Register map, names as in the netlist:
Bar = 20 um.
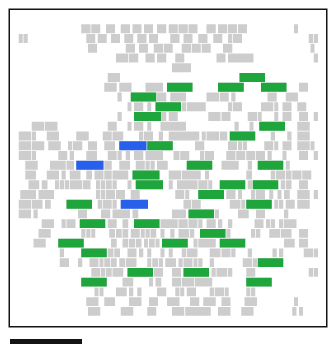
Logic cells by family:
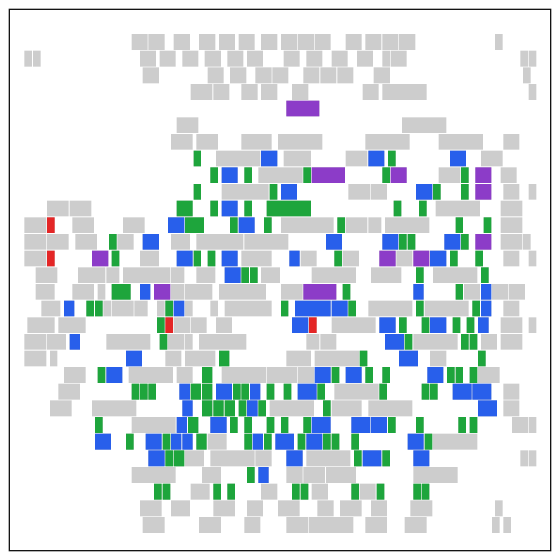
Routing congestion:
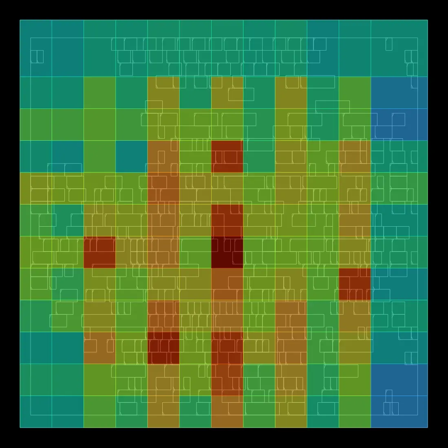
Metal layers overlaid:
Only two layers are drawn.
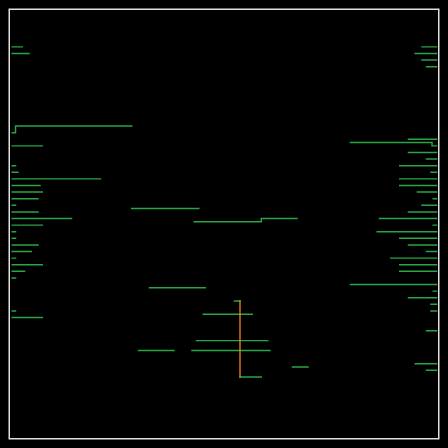
==> config.mk <==
export PLATFORM = sky130hd
export DESIGN_NAME = branch_sequencer
export DESIGN_NICKNAME = d
export VERILOG_FILES = /design/src/rtl/branch_sequencer.sv
export SDC_FILE = /design/constraint.sdc
export NUM_CORES = 1
export LEC_CHECK = 0
export CAP_MARGIN = 30
export CORE_MARGIN = 2
export CORE_UTILIZATION = 35
export DETAILED_ROUTE_END_ITERATION = 16
export HOLD_SLACK_MARGIN = 0.02
export PLACE_DENSITY = 0.77
export SYNTH_ARGS = -nofsm -noshare
export SYNTH_HDL_FRONTEND = slang
export SYNTH_SLANG_ARGS = --single-unit
==> constraint.sdc <==
create_clock -name clock -period 2.4 [get_ports clock]
set_input_delay 0.48 -clock clock [delete_from_list [all_inputs] [get_ports clock]]
set_output_delay 0.48 -clock clock [all_outputs]
set_load 0.03 [all_outputs]
==> changes_impl.md <==
### Metrics

* Ys Warns at 0
* Max Root-Sink Buffers at 2
* Top-area cell share at approximately 28%
* Fin nets at 453
* Comb area at 1320 um2
* Log Warnings at 31
* Worst path bufs/invs at 1
* I/O Buffers at 116
* Reg2Reg Setup Slack at 870 ps
* Comb_multi_in at 239
* Flops after synth at 35
* Core footprint at 6830 um2
* Outcome: finished clean
* PD cells at 720 nW/um2
* Initial antenna violation count at 0
* Crit-path max cell delay at 390 ps
* GRT Residual Overflow at 0
* FF-to-FF path depth at 6
* Netlist Area Pre-Place at 2480 um2
* Stages on the worst setup path at 5
* Peak supply drop at 0.448 mV
* GPL Wtd Cong at 0.884
* Area growth from synthesis to layout at 36.3%
* Gate count after technology mapping at about 340
* LEAKAGE at approximately 0.0015 uW
* Hold depth at 2
* Max_cap viols at 0
* Layout cells sized above 1 at 26.8%
* Die width at 88.2 um
* Top cells excl fill/tap: nand2_1 (108), buf_4 (74), clkdlybuf4s50_1 (42)
* Flop share of the area at 21.0%
* Clkbuf count at 8
* Top cells, area: dfxtp_1 (28%), buf_4 (18%), nand2_1 (16%)
* Final clock-cell share at around 3.0%
* Power Combinational at 1140 uW
* NetSw at between 1000 and 1500 uW
* Detailed Place HPWL at 4.86 mm
* Chip Area, Yosys at ~2500 um2
* Avg Cell Area, Syn at approximately 7.3 um2
* # rows at 30
* Final setup viols at 0
* Vias in the first global route at 2,144
* Flip-flops at 35
* Post-synth EDFFs at 0
* Latency at later pin at 280 ps
* Kind of critical path: reg2out
* Filler Cells Inserted at between 700 and 800
* Layer carrying the most global-route usage: met2
* Clock Skew at 1.48 ps
* Diodes inserted at 0
* CTS Sinks at 35
* Internal at between 1000 and 1500 uW
Back to the opening pictures, 'register map, names as in the netlist':
Key: green = ir [placed flops 32]; blue = state [placed flops 3]
FF/Latch Area: 708 um2
final core utilization: 49.5%

Back to the opening pictures, 'logic cells by family':
Key: purple = non-inverting ao/oa cells [cells 11]; green = nand cells [cells 122]; red = inv cells [cells 4, where left middle]; blue = aoi and oai cells [cells 65]
multi-input gate share of total cell area: 39.1%
final non-filler cell total: 510
Commonest Layout Cell: nand2_1

Back to the opening pictures, 'routing congestion':
met3 Resource Use GR: 4.34%
GRT met1 Usage: 20.7%
GRT Overall Usage: 16.0%
WL/cell: 12.6 um

Back to the opening pictures, 'metal layers overlaid':
Key: orange = M4 [wire length 15.6 um]; green = M3 [wire length 412 um]
final WL: 6.42 mm
routed via count: 2,318

Power and IR drop assume default switching activity.
